### config.mk
export PLATFORM = sky130hd
export DESIGN_NAME = cs_address_sequencer_flat
export DESIGN_NICKNAME = d
export VERILOG_FILES = /design/src/rtl/cs_address_sequencer_if.sv /design/src/rtl/cs_address_sequencer.sv /design/src/flat_wrapper.sv
export SDC_FILE = /design/constraint.sdc
export NUM_CORES = 1
export LEC_CHECK = 0
export CAP_MARGIN = 20
export CORE_MARGIN = 2
export CORE_UTILIZATION = 39
export DETAILED_ROUTE_END_ITERATION = 10
export PLACE_DENSITY = 0.88
export SLEW_MARGIN = 20
export SYNTH_ARGS = -nofsm -noshare
export SYNTH_HDL_FRONTEND = slang
export SYNTH_SLANG_ARGS = --single-unit
### constraint.sdc
create_clock -name CS_ADDRESS_SEQUENCER_CLOCK_50 -period 3 [get_ports CS_ADDRESS_SEQUENCER_CLOCK_50]
set_clock_uncertainty 0.1 [all_clocks]
set_input_delay 0.45 -clock CS_ADDRESS_SEQUENCER_CLOCK_50 [delete_from_list [all_inputs] [get_ports CS_ADDRESS_SEQUENCER_CLOCK_50]]
set_output_delay 0.45 -clock CS_ADDRESS_SEQUENCER_CLOCK_50 [all_outputs]
set_load 0.005 [all_outputs]
### src/rtl/cs_address_sequencer_if.sv
// Microinstruction-field, memory-handshake and status bundle between the
// control store / datapath and the control-store address sequencer.
interface cs_address_sequencer_if #(
  parameter int DATAWIDTH_JUMPADDRESS = 11,
  parameter int DATAWIDTH_CONDITION   = 3,
  parameter int DATAWIDTH_IR          = 32
);
  logic [DATAWIDTH_CONDITION-1:0]   CS_ADDRESS_SEQUENCER_Condition_InBus;
  logic [DATAWIDTH_JUMPADDRESS-1:0] CS_ADDRESS_SEQUENCER_JumpAddress_InBus;
  logic [DATAWIDTH_IR-1:0]          CS_ADDRESS_SEQUENCER_IR_InBus;
  logic                             CS_ADDRESS_SEQUENCER_RD_In;
  logic                             CS_ADDRESS_SEQUENCER_WR_In;
  logic                             CS_ADDRESS_SEQUENCER_MemReady_In;
  logic                             CS_ADDRESS_SEQUENCER_FlagEn_In;
  logic [3:0]                       CS_ADDRESS_SEQUENCER_NZVC_InBus;
  logic [DATAWIDTH_JUMPADDRESS-1:0] CS_ADDRESS_SEQUENCER_CSAddress_OutBus;
  logic [3:0]                       CS_ADDRESS_SEQUENCER_PSR_OutBus;
  logic                             CS_ADDRESS_SEQUENCER_Hold_Out;

  modport master (
    output CS_ADDRESS_SEQUENCER_Condition_InBus,
    output CS_ADDRESS_SEQUENCER_JumpAddress_InBus,
    output CS_ADDRESS_SEQUENCER_IR_InBus,
    output CS_ADDRESS_SEQUENCER_RD_In,
    output CS_ADDRESS_SEQUENCER_WR_In,
    output CS_ADDRESS_SEQUENCER_MemReady_In,
    output CS_ADDRESS_SEQUENCER_FlagEn_In,
    output CS_ADDRESS_SEQUENCER_NZVC_InBus,
    input  CS_ADDRESS_SEQUENCER_CSAddress_OutBus,
    input  CS_ADDRESS_SEQUENCER_PSR_OutBus,
    input  CS_ADDRESS_SEQUENCER_Hold_Out
  );

  modport slave (
    input  CS_ADDRESS_SEQUENCER_Condition_InBus,
    input  CS_ADDRESS_SEQUENCER_JumpAddress_InBus,
    input  CS_ADDRESS_SEQUENCER_IR_InBus,
    input  CS_ADDRESS_SEQUENCER_RD_In,
    input  CS_ADDRESS_SEQUENCER_WR_In,
    input  CS_ADDRESS_SEQUENCER_MemReady_In,
    input  CS_ADDRESS_SEQUENCER_FlagEn_In,
    input  CS_ADDRESS_SEQUENCER_NZVC_InBus,
    output CS_ADDRESS_SEQUENCER_CSAddress_OutBus,
    output CS_ADDRESS_SEQUENCER_PSR_OutBus,
    output CS_ADDRESS_SEQUENCER_Hold_Out
  );
endinterface

### src/rtl/cs_address_sequencer.sv
// Control-store address sequencer: picks the next microinstruction address
// (increment / flag branch / jump / opcode decode) and stalls on main memory.
module cs_address_sequencer #(
  parameter int DATAWIDTH_JUMPADDRESS = 11,
  parameter int DATAWIDTH_CONDITION   = 3,
  parameter int DATAWIDTH_IR          = 32
) (
  input logic                   CS_ADDRESS_SEQUENCER_CLOCK_50,
  input logic                   CS_ADDRESS_SEQUENCER_ResetInHigh_In,
  cs_address_sequencer_if.slave csBus
);

  typedef enum logic {RUN = 1'b0, WAIT_MEM = 1'b1} seqState_t;

  seqState_t                        state_p1, stateNext;
  logic [DATAWIDTH_JUMPADDRESS-1:0] csAddress_p1, addrNext;
  logic [3:0]                       psr_p1;
  logic                             psrLoad;

  logic [DATAWIDTH_JUMPADDRESS-1:0] addrInc, decodeAddr, selAddr;
  logic                             condTrue, memAccess;
  logic                             unusedIrBits;

  logic [DATAWIDTH_CONDITION-1:0]   condition;
  logic [DATAWIDTH_IR-1:0]          ir;

  assign condition = csBus.CS_ADDRESS_SEQUENCER_Condition_InBus;
  assign ir        = csBus.CS_ADDRESS_SEQUENCER_IR_InBus;

  assign addrInc    = csAddress_p1 + DATAWIDTH_JUMPADDRESS'(1);
  // Opcode dispatch table lives in the upper half of the control store.
  assign decodeAddr = DATAWIDTH_JUMPADDRESS'({1'b1, ir[31:30], ir[24:19], 2'b00});
  assign memAccess  = csBus.CS_ADDRESS_SEQUENCER_RD_In | csBus.CS_ADDRESS_SEQUENCER_WR_In;
  assign unusedIrBits = ^{ir[29:25], ir[18:14], ir[12:0]};

  // Flag tests read the latched PSR, never the live ALU flags.
  always_comb begin
    condTrue = 1'b0;
    selAddr  = addrInc;
    case (condition)
      3'b001: condTrue = psr_p1[3];
      3'b010: condTrue = psr_p1[2];
      3'b011: condTrue = psr_p1[1];
      3'b100: condTrue = psr_p1[0];
      3'b101: condTrue = ir[13];
      default: condTrue = 1'b0;
    endcase
    case (condition)
      3'b000:  selAddr = addrInc;
      3'b110:  selAddr = csBus.CS_ADDRESS_SEQUENCER_JumpAddress_InBus;
      3'b111:  selAddr = decodeAddr;
      default: selAddr = condTrue ? csBus.CS_ADDRESS_SEQUENCER_JumpAddress_InBus : addrInc;
    endcase
  end

  always_comb begin
    stateNext = state_p1;
    addrNext  = csAddress_p1;
    psrLoad   = 1'b0;
    unique case (state_p1)
      RUN: begin
        psrLoad = csBus.CS_ADDRESS_SEQUENCER_FlagEn_In;
        if (memAccess && !csBus.CS_ADDRESS_SEQUENCER_MemReady_In) begin
          stateNext = WAIT_MEM;
        end else begin
          addrNext = selAddr;
        end
      end
      WAIT_MEM: begin
        if (csBus.CS_ADDRESS_SEQUENCER_MemReady_In) begin
          stateNext = RUN;
          addrNext  = selAddr;
          psrLoad   = csBus.CS_ADDRESS_SEQUENCER_FlagEn_In;
        end
      end
    endcase
  end

  // Stage p1: registered address, PSR and sequencer state
  always_ff @(posedge CS_ADDRESS_SEQUENCER_CLOCK_50 or posedge CS_ADDRESS_SEQUENCER_ResetInHigh_In) begin
    if (CS_ADDRESS_SEQUENCER_ResetInHigh_In) begin
      state_p1     <= RUN;
      csAddress_p1 <= '0;
      psr_p1       <= 4'b0000;
    end else begin
      state_p1     <= stateNext;
      csAddress_p1 <= addrNext;
      if (psrLoad) begin
        psr_p1 <= csBus.CS_ADDRESS_SEQUENCER_NZVC_InBus;
      end
    end
  end

  assign csBus.CS_ADDRESS_SEQUENCER_CSAddress_OutBus = csAddress_p1;
  assign csBus.CS_ADDRESS_SEQUENCER_PSR_OutBus       = psr_p1;
  assign csBus.CS_ADDRESS_SEQUENCER_Hold_Out         = (state_p1 == WAIT_MEM);

endmodule

### src/flat_wrapper.sv
// flat-port wrapper written by rule: the top's interface ports become plain ports
module cs_address_sequencer_flat 
#(
  parameter int DATAWIDTH_JUMPADDRESS = 11,
  parameter int DATAWIDTH_CONDITION   = 3,
  parameter int DATAWIDTH_IR          = 32
)
  (CS_ADDRESS_SEQUENCER_CLOCK_50, CS_ADDRESS_SEQUENCER_ResetInHigh_In, csBus_CS_ADDRESS_SEQUENCER_Condition_InBus, csBus_CS_ADDRESS_SEQUENCER_JumpAddress_InBus, csBus_CS_ADDRESS_SEQUENCER_IR_InBus, csBus_CS_ADDRESS_SEQUENCER_RD_In, csBus_CS_ADDRESS_SEQUENCER_WR_In, csBus_CS_ADDRESS_SEQUENCER_MemReady_In, csBus_CS_ADDRESS_SEQUENCER_FlagEn_In, csBus_CS_ADDRESS_SEQUENCER_NZVC_InBus, csBus_CS_ADDRESS_SEQUENCER_CSAddress_OutBus, csBus_CS_ADDRESS_SEQUENCER_PSR_OutBus, csBus_CS_ADDRESS_SEQUENCER_Hold_Out);
  cs_address_sequencer_if #(.DATAWIDTH_JUMPADDRESS(DATAWIDTH_JUMPADDRESS), .DATAWIDTH_CONDITION(DATAWIDTH_CONDITION), .DATAWIDTH_IR(DATAWIDTH_IR)) csBus_i ();
  input logic CS_ADDRESS_SEQUENCER_CLOCK_50;
  input logic CS_ADDRESS_SEQUENCER_ResetInHigh_In;
  input wire logic [$bits(csBus_i.CS_ADDRESS_SEQUENCER_Condition_InBus)-1:0] csBus_CS_ADDRESS_SEQUENCER_Condition_InBus;
  input wire logic [$bits(csBus_i.CS_ADDRESS_SEQUENCER_JumpAddress_InBus)-1:0] csBus_CS_ADDRESS_SEQUENCER_JumpAddress_InBus;
  input wire logic [$bits(csBus_i.CS_ADDRESS_SEQUENCER_IR_InBus)-1:0] csBus_CS_ADDRESS_SEQUENCER_IR_InBus;
  input wire logic [$bits(csBus_i.CS_ADDRESS_SEQUENCER_RD_In)-1:0] csBus_CS_ADDRESS_SEQUENCER_RD_In;
  input wire logic [$bits(csBus_i.CS_ADDRESS_SEQUENCER_WR_In)-1:0] csBus_CS_ADDRESS_SEQUENCER_WR_In;
  input wire logic [$bits(csBus_i.CS_ADDRESS_SEQUENCER_MemReady_In)-1:0] csBus_CS_ADDRESS_SEQUENCER_MemReady_In;
  input wire logic [$bits(csBus_i.CS_ADDRESS_SEQUENCER_FlagEn_In)-1:0] csBus_CS_ADDRESS_SEQUENCER_FlagEn_In;
  input wire logic [$bits(csBus_i.CS_ADDRESS_SEQUENCER_NZVC_InBus)-1:0] csBus_CS_ADDRESS_SEQUENCER_NZVC_InBus;
  output wire logic [$bits(csBus_i.CS_ADDRESS_SEQUENCER_CSAddress_OutBus)-1:0] csBus_CS_ADDRESS_SEQUENCER_CSAddress_OutBus;
  output wire logic [$bits(csBus_i.CS_ADDRESS_SEQUENCER_PSR_OutBus)-1:0] csBus_CS_ADDRESS_SEQUENCER_PSR_OutBus;
  output wire logic [$bits(csBus_i.CS_ADDRESS_SEQUENCER_Hold_Out)-1:0] csBus_CS_ADDRESS_SEQUENCER_Hold_Out;
  assign csBus_i.CS_ADDRESS_SEQUENCER_Condition_InBus = csBus_CS_ADDRESS_SEQUENCER_Condition_InBus;
  assign csBus_i.CS_ADDRESS_SEQUENCER_JumpAddress_InBus = csBus_CS_ADDRESS_SEQUENCER_JumpAddress_InBus;
  assign csBus_i.CS_ADDRESS_SEQUENCER_IR_InBus = csBus_CS_ADDRESS_SEQUENCER_IR_InBus;
  assign csBus_i.CS_ADDRESS_SEQUENCER_RD_In = csBus_CS_ADDRESS_SEQUENCER_RD_In;
  assign csBus_i.CS_ADDRESS_SEQUENCER_WR_In = csBus_CS_ADDRESS_SEQUENCER_WR_In;
  assign csBus_i.CS_ADDRESS_SEQUENCER_MemReady_In = csBus_CS_ADDRESS_SEQUENCER_MemReady_In;
  assign csBus_i.CS_ADDRESS_SEQUENCER_FlagEn_In = csBus_CS_ADDRESS_SEQUENCER_FlagEn_In;
  assign csBus_i.CS_ADDRESS_SEQUENCER_NZVC_InBus = csBus_CS_ADDRESS_SEQUENCER_NZVC_InBus;
  assign csBus_CS_ADDRESS_SEQUENCER_CSAddress_OutBus = csBus_i.CS_ADDRESS_SEQUENCER_CSAddress_OutBus;
  assign csBus_CS_ADDRESS_SEQUENCER_PSR_OutBus = csBus_i.CS_ADDRESS_SEQUENCER_PSR_OutBus;
  assign csBus_CS_ADDRESS_SEQUENCER_Hold_Out = csBus_i.CS_ADDRESS_SEQUENCER_Hold_Out;
  cs_address_sequencer #(.DATAWIDTH_JUMPADDRESS(DATAWIDTH_JUMPADDRESS), .DATAWIDTH_CONDITION(DATAWIDTH_CONDITION), .DATAWIDTH_IR(DATAWIDTH_IR)) u_core (.CS_ADDRESS_SEQUENCER_CLOCK_50(CS_ADDRESS_SEQUENCER_CLOCK_50), .CS_ADDRESS_SEQUENCER_ResetInHigh_In(CS_ADDRESS_SEQUENCER_ResetInHigh_In), .csBus(csBus_i));
endmodule
Figure 1. The clock network (run 1).
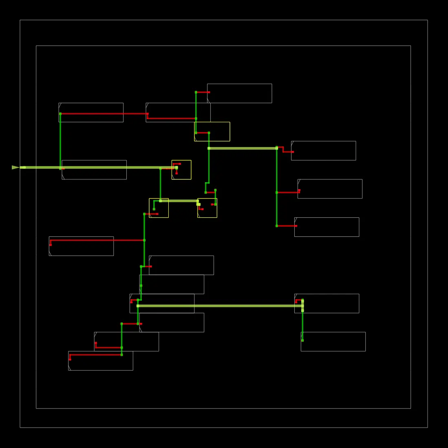
clock sink count: 16
Flops: 16

Figure 2. Gate families picked out (run 1).
(4 px per um)
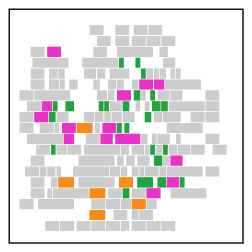
NAND gates: marked green, cells 24. AND-OR and OR-AND gates: marked magenta, cells 14. multiplexers: marked orange, cells 6.

==> datasheet_impl.txt, run 1 <==
Physical design parameters

Parameter                              Value

Finish
  Final std cells w/o fill .................. approximately 210
  Final Util .................. 0.5985
  Cell area after layout .................. between 1500 and 2000 um^2
  Area added between synthesis and finish .................. 44.79%
  Total Nets Final .................. roughly 230
  Share of final-layout standard cells stronger than drive strength 1 .................. 0.08000
  Antenna diode instance count .................. 0
  Largest register FFs .................. 11

Route
  Post-route antenna net violation count .................. 0
  WL met3 .................. around 280 um
  Met1 layer wirelength in the final routing .................. 1317 um
  Wire length per cell .................. roughly 16 um
  Drt via density .................. 5.947
  Iteration tally of the first detailed-router pass .................. 5
  Met2 layer wire length in the routed design .................. about 1600 um
  Post-detailed-route DRC marker count .................. 0
  Uppermost routed layer .................. met4
  Violation tally from detailed-route iteration zero .................. 53

Global route
  Global-route total usage across every layer .................. 0.1990
  Met2 usage .................. 0.3442
  Vias in the first global route .................. 1186
  GR Overflow Total .................. 0
  Largest net degree at the start of global routing .................. 17
  Global-route wire length before repair .................. approximately 5200 um
  M1 GR Usage .................. 0.2468
  Most crowded layer after global routing .................. met2
  Initial antenna violation count .................. 0

Final timing
  Hold violation total from the final report .................. 0
  Final Max Slew Viols .................. 0
  Setup repair after global routing missed its margin .................. false
  Hold slack final .................. roughly 0.42 ns
  Minimum period implied by the final worst setup slack .................. around 2.4 ns
  Highest attainable clock frequency .................. 420.2 MHz
  Actual slew at the worst max-slew pin .................. between 0.6 and 0.7 ns
  Total Negative Setup Slacks .................. 0 ns
  Tightest slew margin relative to the limit .................. 0.5936
  Setup slack of the critical path after layout .................. around 0.62 ns
  Setup violators final .................. 0
  Final period util .................. 0.7933

Clocking
  Num CTS Buffers .................. 3
  Maximum root-to-sink buffer count .................. 2
  Post-cts hold buffer count .................. 0
  Clock root buffer .................. sky130_fd_sc_hd__clkbuf_4
  Clk_lat worst skew .................. 0.29 ns
  Number of H-tree levels .................. 1
  Post_cts resized .................. 0
  Clock edge transition at the registers on the reported setup and hold paths .................. approximately 0.10 ns
  Clock tree from TritonCTS .................. done
  Number of buffers inserted to repair setup after CTS .................. 0

Critical path
  Crit start category .................. input port
  Crit path buffers/inverters .................. 1
  Depth of the critical timing path with buffers and inverters included .................. 6
  Slowest cell on the critical path .................. sky130_fd_sc_hd__clkdlybuf4s50_1
  Required arrival time at the worst endpoint .................. 3.08 ns
  Worst setup EP type .................. register
  Cell count of the worst reg-to-reg path .................. 6
  Worst setup slack for register-to-register paths .................. ~1.0 ns
  Crit path cell chain .................. clkdlybuf4s50_1, mux2i_1, o22ai_1, or2_1, and2_1, a221o_1
  Maximum single-stage delay on the critical path .................. between 0.6 and 0.7 ns
  Top Family by Delay on Critical Path .................. buffers and inverters
  CP arrival .................. between 2 and 2.5 ns
  Critical path start-end classification .................. input port to register
  Max Fanout on Critical Path .................. 11
  Startpoint of the worst setup timing path .................. csBus_CS_ADDRESS_SEQUENCER_Condition_InBus[1]

Yosys
  Cell type with the highest aggregate area in the netlist .................. sky130_fd_sc_hd__dfrtp_1
  Number of enable flip-flop cells .................. 0
  Post-synthesis area per instance .................. 8.701 um^2
  Number of nets at floorplan .................. ~190
  Synth top cell by count .................. sky130_fd_sc_hd__dfrtp_1
  Number of distinct standard cells referenced by the synthesized netlist .................. roughly 46
  Top cells, area .................. sky130_fd_sc_hd__dfrtp_1 35%, sky130_fd_sc_hd__nand2_1 4.3%, sky130_fd_sc_hd__mux2_2 4.0%
  Top_reg_cell synth .................. sky130_fd_sc_hd__dfrtp_1
  Count of yosys warnings during synthesis .................. 0
  Synth Seq Share .................. 0.3513
  Register bit count reported by yosys .................. 16
  Most numerous cell types in the synthesized netlist .................. 16 x sky130_fd_sc_hd__dfrtp_1, 13 x sky130_fd_sc_hd__nand2_1, 9 x sky130_fd_sc_hd__nor2_1
  Synthesized instance count .................. about 130
  Netlist area before placement .................. between 1000 and 1500 um^2
  Yosys cell count .................. 131
  Dominant cell area share .................. 0.3513
  Summed standard-cell area reported by yosys .................. around 1100 um^2

Job
  Maximum Capacitance Violations .................. 0
  Number of OpenROAD warnings .................. slightly below 50

Floorplanning
  DIE AREA .................. approximately 3400 um^2
  Y dimension of the die .................. roughly 58 um
  Core footprint .................. 2758 um^2
  Boundary pin count .................. between 70 and 80
  Floorplan-stage core utilization .................. 0.4133
  Core Rows .................. 19
  Die outline width .................. approximately 58 um

Place
  Worst slack at placement .................. 0.3358 ns
  RD Place Congestion .................. around 0.9
  Placed instance count .................. around 200
  IO buf count .................. roughly 48
  Placed wire-length estimate .................. 2458 um
  Placed inst area .................. between 1500 and 2000 um^2

Pwr
  Design internal power .................. between 500 and 600 uW
  Clk network pwr share .................. 0.183
  Switching share of power .................. 0.3385
  Power of the sequential group .................. approximately 330 uW
  Leakage dissipation .................. ~0.00067 uW
  Power dissipated by switching net loads .................. 274.3 uW
  Max power group .................. registers
  Power drawn by the clock network .................. 148 uW
  Overall power after layout .................. roughly 810 uW
  Sequential share of power .................. 0.410
  Fraction of power consumed by combinational cells .................. 0.407
  Pwr/cell area .................. 491.1 nW/um^2
  Power dissipated in combinational cells .................. between 300 and 400 uW
  Worst vdd rail ir drop .................. roughly 0.00036 V

Run status
  Run status .................. finished, final reports clean

Worst hold path
  Hold WC Path Type .................. input port to async pin
Figure 3. Met3 routing (run 1).
(8 px per um)
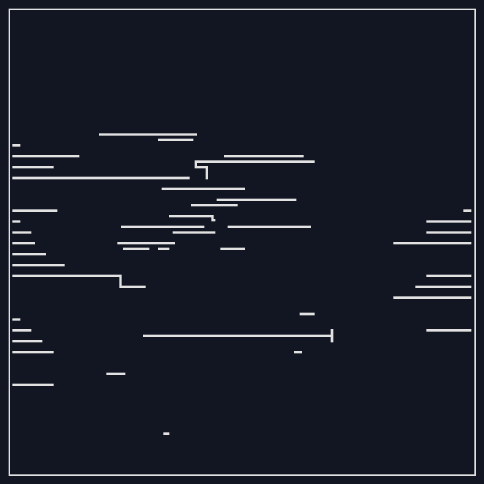
The layer holds 8.6% of the routed length. The wires run mostly horizontal.
Final Routed Wirelength: 3276 um
global-route track usage on met3: 0.05580
total via count after detailed routing: 1225

run 1: placed cells by master, fill, tap and decap left out, types with 3 or more instances in the layout:
| master | Yosys | routed |
|---|---|---|
| sky130_fd_sc_hd__a21o_1 | 3 | 3 |
| sky130_fd_sc_hd__a21oi_1 | 6 | 6 |
| sky130_fd_sc_hd__a221o_1 | 3 | 3 |
| sky130_fd_sc_hd__a221oi_1 | 3 | 3 |
| sky130_fd_sc_hd__and3_1 | 3 | 3 |
| sky130_fd_sc_hd__clkbuf_4 | 0 | 3 |
| sky130_fd_sc_hd__clkdlybuf4s50_1 | 0 | 48 |
| sky130_fd_sc_hd__dfrtp_1 | 16 | 16 |
| sky130_fd_sc_hd__inv_1 | 6 | 6 |
| sky130_fd_sc_hd__mux2_2 | 4 | 4 |
| sky130_fd_sc_hd__nand2_1 | 13 | 13 |
| sky130_fd_sc_hd__nand3_1 | 6 | 6 |
| sky130_fd_sc_hd__nand4_1 | 3 | 3 |
| sky130_fd_sc_hd__nor2_1 | 9 | 9 |
| sky130_fd_sc_hd__nor3_1 | 4 | 4 |
| sky130_fd_sc_hd__o21ai_0 | 8 | 8 |
| sky130_fd_sc_hd__o22ai_1 | 3 | 3 |
run 1: layout make-up:
cell class | count | area, um^2
inverters | 6 | 22.52
repair buffers | 49 | 488.0
fillers | 236 | 1107
flip-flops and latches | 16 | 400.4
multi-input cells | 100 | 664.4
clock buffers | 4 | 36.28
well taps | 31 | 38.79
run 1: kinds of logic after synthesis:
logic type	count (synthesis)	share of synthesized area
compound gates	42	0.2810
fa+ha+maj	1	0.01098
mux	6	0.05708
buf+inv	15	0.06585
xor+xnor	1	0.007685
flops	16	0.3513
simple gates	50	0.2262
==> inputs of run 2 (changes only) <==
--- a/config.mk
+++ b/config.mk
@@ -7,9 +7,9 @@
 export LEC_CHECK = 0
 export CAP_MARGIN = 20
 export CORE_MARGIN = 2
-export CORE_UTILIZATION = 39
+export CORE_UTILIZATION = 36
 export DETAILED_ROUTE_END_ITERATION = 10
-export PLACE_DENSITY = 0.88
+export PLACE_DENSITY = 0.82
 export SLEW_MARGIN = 20
 export SYNTH_ARGS = -nofsm -noshare
 export SYNTH_HDL_FRONTEND = slang
==> constraint.sdc (replaced) <==
create_clock -name CS_ADDRESS_SEQUENCER_CLOCK_50 -period 2.25 [get_ports CS_ADDRESS_SEQUENCER_CLOCK_50]
set_clock_uncertainty 0.1 [all_clocks]
set_input_delay 0.3375 -clock CS_ADDRESS_SEQUENCER_CLOCK_50 [delete_from_list [all_inputs] [get_ports CS_ADDRESS_SEQUENCER_CLOCK_50]]
set_output_delay 0.3375 -clock CS_ADDRESS_SEQUENCER_CLOCK_50 [all_outputs]
set_load 0.005 [all_outputs]
Figure 4. Wiring by layer (run 2).
(4 px per um)
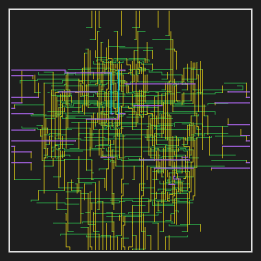
met4: marked cyan, wire length 21.1 um. met3: marked purple, wire length 195 um. met2: marked yellow, wire length 1660 um. met1: marked green, wire length 1480 um.
total via count after detailed routing: 1248
wire length per cell: 14.51 um
global-route total usage across every layer: 0.1997

Figure 5. Met3 routing (run 2).
(8 px per um)
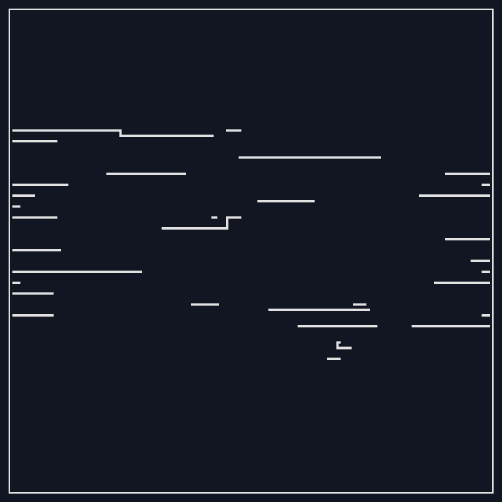
Final Routed Wirelength: 3352 um
global-route track usage on met3: 0.03896

Figure 6. Gate families picked out (run 2).
(4 px per um)
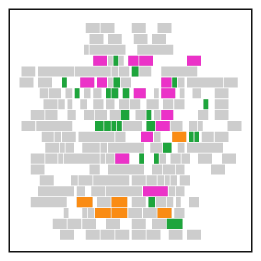
logic share of the area: 0.3782
Top cell excl fill/tap: sky130_fd_sc_hd__clkdlybuf4s50_1
final std cells w/o fill: 231

==> run 2 against run 1 <==
  * Worst hold slack got worse by 0.12 ns
  * Synthesized area unchanged
  * Utilization fell by 1.8 points
  * Routed wire length is 2.3% higher
  * Die area up 7.8%
  * Critical path depth unchanged
  * Synthesized cell count did not move
  * Global-route usage increased by 0.076 points
  * Sequential power is 31% higher
  * Final area increased by 6.4%
  * Register-to-register slack worse by 0.67 ns
  * Highest routed layer unchanged
==> datasheet_impl.txt, run 2 <==
Physical design parameters

Parameter                              Value

Place
  Worst slack at placement .................. -0.08547 ns (-0.4213 ns)
  Placed wire-length estimate .................. 2561 um (+4.2%)
  Placed instance count .................. 227 (+12%)
  IO buf count .................. 48 (unchanged)
  RD Place Congestion .................. 0.8224 (-7.7%)

Route
  Post-detailed-route DRC marker count .................. 0 (unchanged)
  Iteration tally of the first detailed-router pass .................. 4 (-1)
  Drt via density .................. 5.403 (-9.1%)
  Violation tally from detailed-route iteration zero .................. 41 (-23%)
  Post-route antenna net violation count .................. 0 (unchanged)

Yosys
  Most numerous cell types in the synthesized netlist .................. 16 x sky130_fd_sc_hd__dfrtp_1, 13 x sky130_fd_sc_hd__nand2_1, 9 x sky130_fd_sc_hd__nor2_1
  Synth Seq Share .................. 0.3513 (unchanged)
  Yosys cell count .................. 131 (unchanged)
  Ys async rst share .................. 1.000
  Register bit count reported by yosys .................. 16 (unchanged)
  Synth top cell by count .................. sky130_fd_sc_hd__dfrtp_1
  Count of yosys warnings during synthesis .................. 0 (unchanged)
  Netlist area before placement .................. 1140 um^2 (unchanged)
  Number of enable flip-flop cells .................. 0 (unchanged)
  Top cells, area .................. sky130_fd_sc_hd__dfrtp_1 35%, sky130_fd_sc_hd__nand2_1 4.3%, sky130_fd_sc_hd__mux2_2 4.0%
  Top_reg_cell synth .................. sky130_fd_sc_hd__dfrtp_1
  Cell type with the highest aggregate area in the netlist .................. sky130_fd_sc_hd__dfrtp_1
  Synthesized instance count .................. 131 (unchanged)
  Number of nets at floorplan .................. 188 (unchanged)
  Dominant cell area share .................. 0.3513 (unchanged)
  Number of distinct standard cells referenced by the synthesized netlist .................. 46 (unchanged)
  Summed standard-cell area reported by yosys .................. 1140 um^2 (unchanged)
  Post-synthesis area per instance .................. 8.701 um^2 (unchanged)

Clocking
  Clock root buffer .................. sky130_fd_sc_hd__clkbuf_4
  Number of buffers inserted to repair setup after CTS .................. 0 (unchanged)
  Post-cts hold buffer count .................. 0 (unchanged)
  Number of H-tree levels .................. 1 (unchanged)
  Post_cts resized .................. 0 (unchanged)
  Clock sink count .................. 16 (unchanged)
  Clk_lat worst skew .................. 0.30 ns (about the same)
  Clock tree from TritonCTS .................. done
  Maximum root-to-sink buffer count .................. 2 (unchanged)
  Num CTS Buffers .................. 3 (unchanged)
  Clock edge transition at the registers on the reported setup and hold paths .................. 0.10 ns (about the same)

Final timing
  Hold violation total from the final report .................. 0 (unchanged)
  Setup slack of the critical path after layout .................. 0.2131 ns (-0.4071 ns)
  Minimum period implied by the final worst setup slack .................. 2.037 ns
  Final period util .................. 0.9053
  Final Max Slew Viols .................. 0 (unchanged)
  Actual slew at the worst max-slew pin .................. 0.6104 ns (+0.001562 ns)
  Hold slack final .................. 0.2977 ns (-0.1205 ns)
  Setup violators final .................. 0 (unchanged)
  Setup repair after global routing missed its margin .................. false
  Tightest slew margin relative to the limit .................. 0.5926 (-0.001043)
  Highest attainable clock frequency .................. 491.0 MHz

Global route
  Largest net degree at the start of global routing .................. 17 (unchanged)
  Vias in the first global route .................. 1221 (+3.0%)
  GR Overflow Total .................. 0 (unchanged)
  Most crowded layer after global routing .................. met2
  Initial antenna violation count .................. 0 (unchanged)
  M1 GR Usage .................. 0.2483 (+0.001487)
  Global-route wire length before repair .................. 5368 um (+3.2%)
  Met2 usage .................. 0.3370 (-0.007199)

Run status
  Run status .................. finished, final reports clean

Job
  Number of OpenROAD warnings .................. 49 (unchanged)
  Maximum Capacitance Violations .................. 0 (unchanged)

Pwr
  Design internal power .................. 741.6 uW (+38%)
  Overall power after layout .................. 1114 uW (+37%)
  Leakage dissipation .................. 0.0007291 uW (+8.8%)
  Worst vdd rail ir drop .................. 0.0003494 V (-2.9%)
  Sequential share of power .................. 0.392 (-0.018)
  Pwr/cell area .................. 634.2 nW/um^2 (+29%)
  Power dissipated by switching net loads .................. 372.6 uW (+36%)
  Clk network pwr share .................. 0.179 (-0.004)
  Fraction of power consumed by combinational cells .................. 0.429 (+0.022)
  Switching share of power .................. 0.3344 (-0.004081)

Finish
  Antenna diode instance count .................. 0 (unchanged)
  Total Nets Final .................. 245 (+5.2%)
  Share of final-layout standard cells stronger than drive strength 1 .................. 0.1390 (+0.05904)
  Area added between synthesis and finish .................. 54.12%
  Largest register FFs .................. 11 (unchanged)
  Top Layout Cells .................. 48 x sky130_fd_sc_hd__clkdlybuf4s50_1, 16 x sky130_fd_sc_hd__dfrtp_1, 13 x sky130_fd_sc_hd__nand2_1, 13 x sky130_fd_sc_hd__buf_4, 9 x sky130_fd_sc_hd__nor2_1

Critical path
  Crit path cell chain .................. clkdlybuf4s50_1, mux2i_1, o22ai_1, or2_1, and2_1, a221o_1
  Slowest cell on the critical path .................. sky130_fd_sc_hd__clkdlybuf4s50_1
  Required arrival time at the worst endpoint .................. 2.35 ns (-0.73 ns)
  Worst setup slack for register-to-register paths .................. 0.37 ns (-0.67 ns)
  Worst setup EP type .................. register
  Critical path start-end classification .................. input port to register
  CP arrival .................. 2.13 ns (-0.33 ns)
  Crit start category .................. input port
  Maximum single-stage delay on the critical path .................. 0.53 ns (-0.16 ns)
  Startpoint of the worst setup timing path .................. csBus_CS_ADDRESS_SEQUENCER_Condition_InBus[1]
  Max Fanout on Critical Path .................. 6 (-5)
  Cell count of the worst reg-to-reg path .................. 6 (unchanged)

Floorplanning
  DIE AREA .................. 3632 um^2 (+7.8%)
  Y dimension of the die .................. 60.27 um (+3.8%)
  Boundary pin count .................. 72 (unchanged)
  Die outline width .................. 60.27 um (+3.8%)
  Core footprint .................. 3028 um^2 (+9.8%)
  Core Rows .................. 20 (+1)
  Floorplan-stage core utilization .................. 0.3764 (-0.03689)

Worst hold path
  Hold WC Path Type .................. input port to async pin
run 2: cell counts after synthesis:
Identical to the previous run, type by type.
run 2: cells by family (layout without fill, tap and decap cells):
kind of cell	count (synthesis)	count (layout)	share of synthesized area
buffers and inverters	15	71	0.06585
multiplexers	6	6	0.05708
AND/OR/NAND/NOR	50	50	0.2262
adder cells (fa/ha/maj)	1	1	0.01098
flip-flops	16	16	0.3513
AND-OR/OR-AND	42	42	0.2810
XOR/XNOR	1	1	0.007685
run 2: area by class of cell:
| class | instances | area [um^2] |
|---|---|---|
| Fill cell | 268 | 1271 |
| Multi-Input combinational cell | 100 | 664.4 |
| Inverter | 6 | 22.52 |
| Clock buffer | 4 | 36.28 |
| Timing Repair Buffer | 61 | 578.1 |
| Tap cell | 44 | 55.05 |
| Sequential cell | 16 | 400.4 |
run 2: critical path, delay by kind of cell:
| kind | cells | cell delay (ns) |
|---|---|---|
| mux | 1 | 0.23 |
| simple gates | 2 | 0.56 |
| compound gates | 2 | 0.48 |
| buf+inv | 1 | 0.53 |
run 2: metal layers:
metal,routed length [um],part of all wire,up-vias
met5,0,0,-
met4,21,0.0063,0
met3,195,0.058,4
met2,1660,0.50,42
met1,1475,0.44,594
li1,-,-,608
run 2: power by group through the flow:
stage,Sequential [uW],Clock [uW],Combinational (uW)
after floorplan,432,0,216
after global placement,436,0,467
after detailed placement,439,0,475
after CTS,434,205,480
after global routing,448,218,516
final,437,199,478
run 2: through the flow:
stage | cell area, um^2 | util | setup TNS [ns]
floorplan | 1140 | - | 0
global placement | 1720 | 0.5682 | -0.09404
detailed placement | 1720 | 0.5682 | -0.3222
CTS | 1757 | 0.5802 | 0
global route | 1757 | 0.5802 | 0
finish | 1757 | 0.5802 | 0
==> inputs of run 3 (changes only) <==
--- a/config.mk
+++ b/config.mk
@@ -9,6 +9,7 @@
 export CORE_MARGIN = 2
 export CORE_UTILIZATION = 36
 export DETAILED_ROUTE_END_ITERATION = 10
+export MAX_ROUTING_LAYER = met4
 export PLACE_DENSITY = 0.82
 export SLEW_MARGIN = 20
 export SYNTH_ARGS = -nofsm -noshare
Figure 7. Wiring by layer (run 3).
(4 px per um)
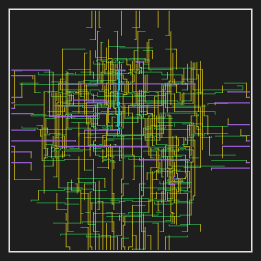
met2: marked yellow, wire length 1660 um. met1: marked green, wire length 1420 um. met4: marked cyan, wire length 21.8 um. met3: marked purple, wire length 243 um.
total via count after detailed routing: 1249
global-route total usage across every layer: 0.2060
wire length per cell: 14.49 um
Final Routed Wirelength: 3348 um

Figure 8. Routed clock nets over the placement (run 3).
(8 px per um)
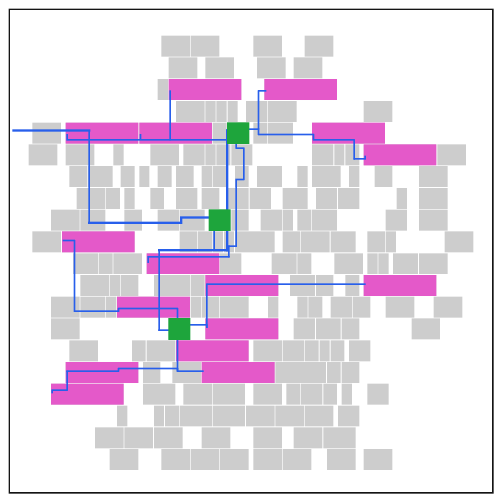
flip-flops: marked magenta, count 16. cells driving clock nets: marked green, count 3. clock wires: marked blue, length 243 um.
There are 4 routed clock nets.
clk_lat worst skew: 0.30 ns
Clk network pwr share: 0.179
power drawn by the clock network: 200 uW

Figure 9. Gate families picked out (run 3).
(4 px per um)
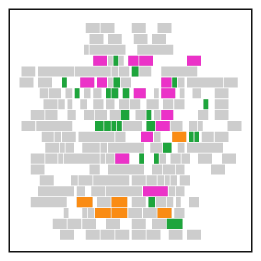
AND-OR and OR-AND gates: marked magenta, cells 14. multiplexers: marked orange, cells 6, where bottom center. NAND gates: marked green, cells 24, where center.

==> run 3 against run 2 <==
  * Non-clock buffer count unchanged
  * Synthesized area did not move
  * Global-route usage grew 0.63 points
  * Largest cell class unchanged
  * Maximum frequency up 0.18%
==> datasheet_impl.txt, run 3 <==
Physical design parameters

Parameter                              Value

Route
  Violation tally from detailed-route iteration zero .................. 44 (+7.3%)
  Post-route antenna net violation count .................. 0 (unchanged)
  Post-detailed-route DRC marker count .................. 0 (unchanged)
  Iteration tally of the first detailed-router pass .................. 4 (unchanged)
  Drt via density .................. 5.407 (about the same)

Clocking
  Clock edge transition at the registers on the reported setup and hold paths .................. 0.10 ns (about the same)
  Clock tree from TritonCTS .................. done
  Maximum root-to-sink buffer count .................. 2 (unchanged)
  Post_cts resized .................. 0 (unchanged)
  Post-cts hold buffer count .................. 0 (unchanged)
  Clock root buffer .................. sky130_fd_sc_hd__clkbuf_4
  Num CTS Buffers .................. 3 (unchanged)
  Number of H-tree levels .................. 1 (unchanged)
  Clock sink count .................. 16 (unchanged)
  Number of buffers inserted to repair setup after CTS .................. 0 (unchanged)

Critical path
  Worst setup slack for register-to-register paths .................. 0.36 ns (about the same)
  Cell count of the worst reg-to-reg path .................. 6 (unchanged)
  Max Fanout on Critical Path .................. 6 (unchanged)
  Worst setup EP type .................. register
  Required arrival time at the worst endpoint .................. 2.35 ns (about the same)
  Critical path start-end classification .................. input port to register
  CP arrival .................. 2.13 ns (about the same)
  Crit start category .................. input port
  Startpoint of the worst setup timing path .................. csBus_CS_ADDRESS_SEQUENCER_Condition_InBus[1]

Pwr
  Leakage dissipation .................. 0.0007291 uW (unchanged)
  Power dissipated by switching net loads .................. 373.6 uW (+0.28%)
  Worst vdd rail ir drop .................. 0.0003487 V (-0.19%)
  Switching share of power .................. 0.3350 (+0.0006184)
  Sequential share of power .................. 0.392 (about the same)
  Fraction of power consumed by combinational cells .................. 0.428 (about the same)
  Design internal power .................. 741.6 uW (about the same)
  Pwr/cell area .................. 634.8 nW/um^2 (about the same)

Finish
  Top Layout Cells .................. 48 x sky130_fd_sc_hd__clkdlybuf4s50_1, 16 x sky130_fd_sc_hd__dfrtp_1, 13 x sky130_fd_sc_hd__nand2_1, 13 x sky130_fd_sc_hd__buf_4, 9 x sky130_fd_sc_hd__nor2_1
  Largest register FFs .................. 11 (unchanged)
  Share of final-layout standard cells stronger than drive strength 1 .................. 0.1390 (unchanged)
  Final Util .................. 0.5802 (unchanged)
  Top cell excl fill/tap .................. sky130_fd_sc_hd__clkdlybuf4s50_1
  Antenna diode instance count .................. 0 (unchanged)
  Final std cells w/o fill .................. 231 (unchanged)
  Area added between synthesis and finish .................. 54.12% (unchanged)
  Total Nets Final .................. 245 (unchanged)
  Cell area after layout .................. 1757 um^2 (unchanged)

Final timing
  Final period util .................. 0.9036 (-0.001631)
  Minimum period implied by the final worst setup slack .................. 2.033 ns (-0.003670 ns)
  Hold violation total from the final report .................. 0 (unchanged)
  Setup violators final .................. 0 (unchanged)
  Highest attainable clock frequency .................. 491.8 MHz (+0.18%)
  Setup repair after global routing missed its margin .................. false
  Tightest slew margin relative to the limit .................. 0.5899 (-0.002677)
  Total Negative Setup Slacks .................. 0 ns (unchanged)
  Actual slew at the worst max-slew pin .................. 0.6145 ns (+0.004011 ns)
  Final Max Slew Viols .................. 0 (unchanged)

Yosys
  Register bit count reported by yosys .................. 16 (unchanged)
  Dominant cell area share .................. 0.3513 (unchanged)
  Number of enable flip-flop cells .................. 0 (unchanged)
  Number of nets at floorplan .................. 188 (unchanged)
  Ys async rst share .................. 1.000 (unchanged)
  Number of distinct standard cells referenced by the synthesized netlist .................. 46 (unchanged)
  Netlist area before placement .................. 1140 um^2 (unchanged)
  Synthesized instance count .................. 131 (unchanged)
  Top_reg_cell synth .................. sky130_fd_sc_hd__dfrtp_1
  Count of yosys warnings during synthesis .................. 0 (unchanged)
  Synth Seq Share .................. 0.3513 (unchanged)
  Synth top cell by count .................. sky130_fd_sc_hd__dfrtp_1
  Cell type with the highest aggregate area in the netlist .................. sky130_fd_sc_hd__dfrtp_1
  Most numerous cell types in the synthesized netlist .................. 16 x sky130_fd_sc_hd__dfrtp_1, 13 x sky130_fd_sc_hd__nand2_1, 9 x sky130_fd_sc_hd__nor2_1
  Top cells, area .................. sky130_fd_sc_hd__dfrtp_1 35%, sky130_fd_sc_hd__nand2_1 4.3%, sky130_fd_sc_hd__mux2_2 4.0%
  Summed standard-cell area reported by yosys .................. 1140 um^2 (unchanged)
  Yosys cell count .................. 131 (unchanged)
  Post-synthesis area per instance .................. 8.701 um^2 (unchanged)

Worst hold path
  Hold WC Path Type .................. input port to async pin

Global route
  GR Overflow Total .................. 0 (unchanged)
  Largest net degree at the start of global routing .................. 17 (unchanged)
  Most crowded layer after global routing .................. met2
  M1 GR Usage .................. 0.2510 (+0.002670)
  Vias in the first global route .................. 1221 (unchanged)
  Initial antenna violation count .................. 0 (unchanged)
  Met2 usage .................. 0.3370 (unchanged)
  Global-route wire length before repair .................. 5382 um (+0.26%)
  Global-route track usage on met3 .................. 0.03680 (-0.002165)

Floorplanning
  Core Rows .................. 20 (unchanged)
  DIE AREA .................. 3632 um^2 (unchanged)
  Y dimension of the die .................. 60.27 um (unchanged)
  Floorplan-stage core utilization .................. 0.3764 (unchanged)
  Core footprint .................. 3028 um^2 (unchanged)
  Boundary pin count .................. 72 (unchanged)
  Die outline width .................. 60.27 um (unchanged)

Place
  Placed inst area .................. 1720 um^2 (unchanged)
  Placed wire-length estimate .................. 2561 um (unchanged)
  RD Place Congestion .................. 0.8348 (+1.5%)
  Placed instance count .................. 227 (unchanged)
  IO buf count .................. 48 (unchanged)

Job
  Maximum Capacitance Violations .................. 0 (unchanged)
  Number of OpenROAD warnings .................. 49 (unchanged)

Run status
  Run status .................. finished, final reports clean
run 3: metal layers:
layer	routed length, um	part of all wire
met1	1424	0.43
met4	21	0.0063
met3	242	0.072
met5	0	0
met2	1659	0.50
run 3: power by group through the flow:
| stage | combinational, uW | clock [uW] | sequential (uW) |
|---|---|---|---|
| floorplan | 216 | 0 | 432 |
| global placement | 467 | 0 | 436 |
| detailed placement | 475 | 0 | 439 |
| CTS | 480 | 205 | 434 |
| global route | 516 | 218 | 448 |
| finish | 478 | 200 | 437 |
run 3: cell families after synthesis:
family / share of synthesized area
DFF: 0.3513
and+or+nand+nor: 0.2262
AOI/OAI and AO/OA: 0.2810
xor gates and xnor gates: 0.007685
muxes: 0.05708
buffers and inverters: 0.06585
adders and majority gates: 0.01098
run 3: through the flow:
stage / hold slack [ns] / worst slack [ns] / total power, uW
after floorplan: 0.1512 / 0.3799 / 648.4
after global placement: 0.4058 / -0.02563 / 902.7
after detailed placement: 0.4341 / -0.08547 / 914.9
after CTS: 0.3387 / 0.2395 / 1118
after global routing: 0.3715 / 0.1137 / 1181
final: 0.2989 / 0.2168 / 1115
run 3: layout make-up:
type / count / area (um^2)
clock buffers: 4 / 36.28
inverters: 6 / 22.52
fillers: 268 / 1271
repair buffers: 61 / 578.1
well taps: 44 / 55.05
multi-input cells: 100 / 664.4
flip-flops and latches: 16 / 400.4
run 3: worst max-delay path: stages:
cell and delay (ns):
sky130_fd_sc_hd__clkdlybuf4s50_1 0.53, sky130_fd_sc_hd__mux2i_1 0.23, sky130_fd_sc_hd__o22ai_1 0.13, sky130_fd_sc_hd__or2_1 0.33, sky130_fd_sc_hd__and2_1 0.23, sky130_fd_sc_hd__a221o_1 0.35
No activity file was given, so power comes from the tool's default toggle rates.
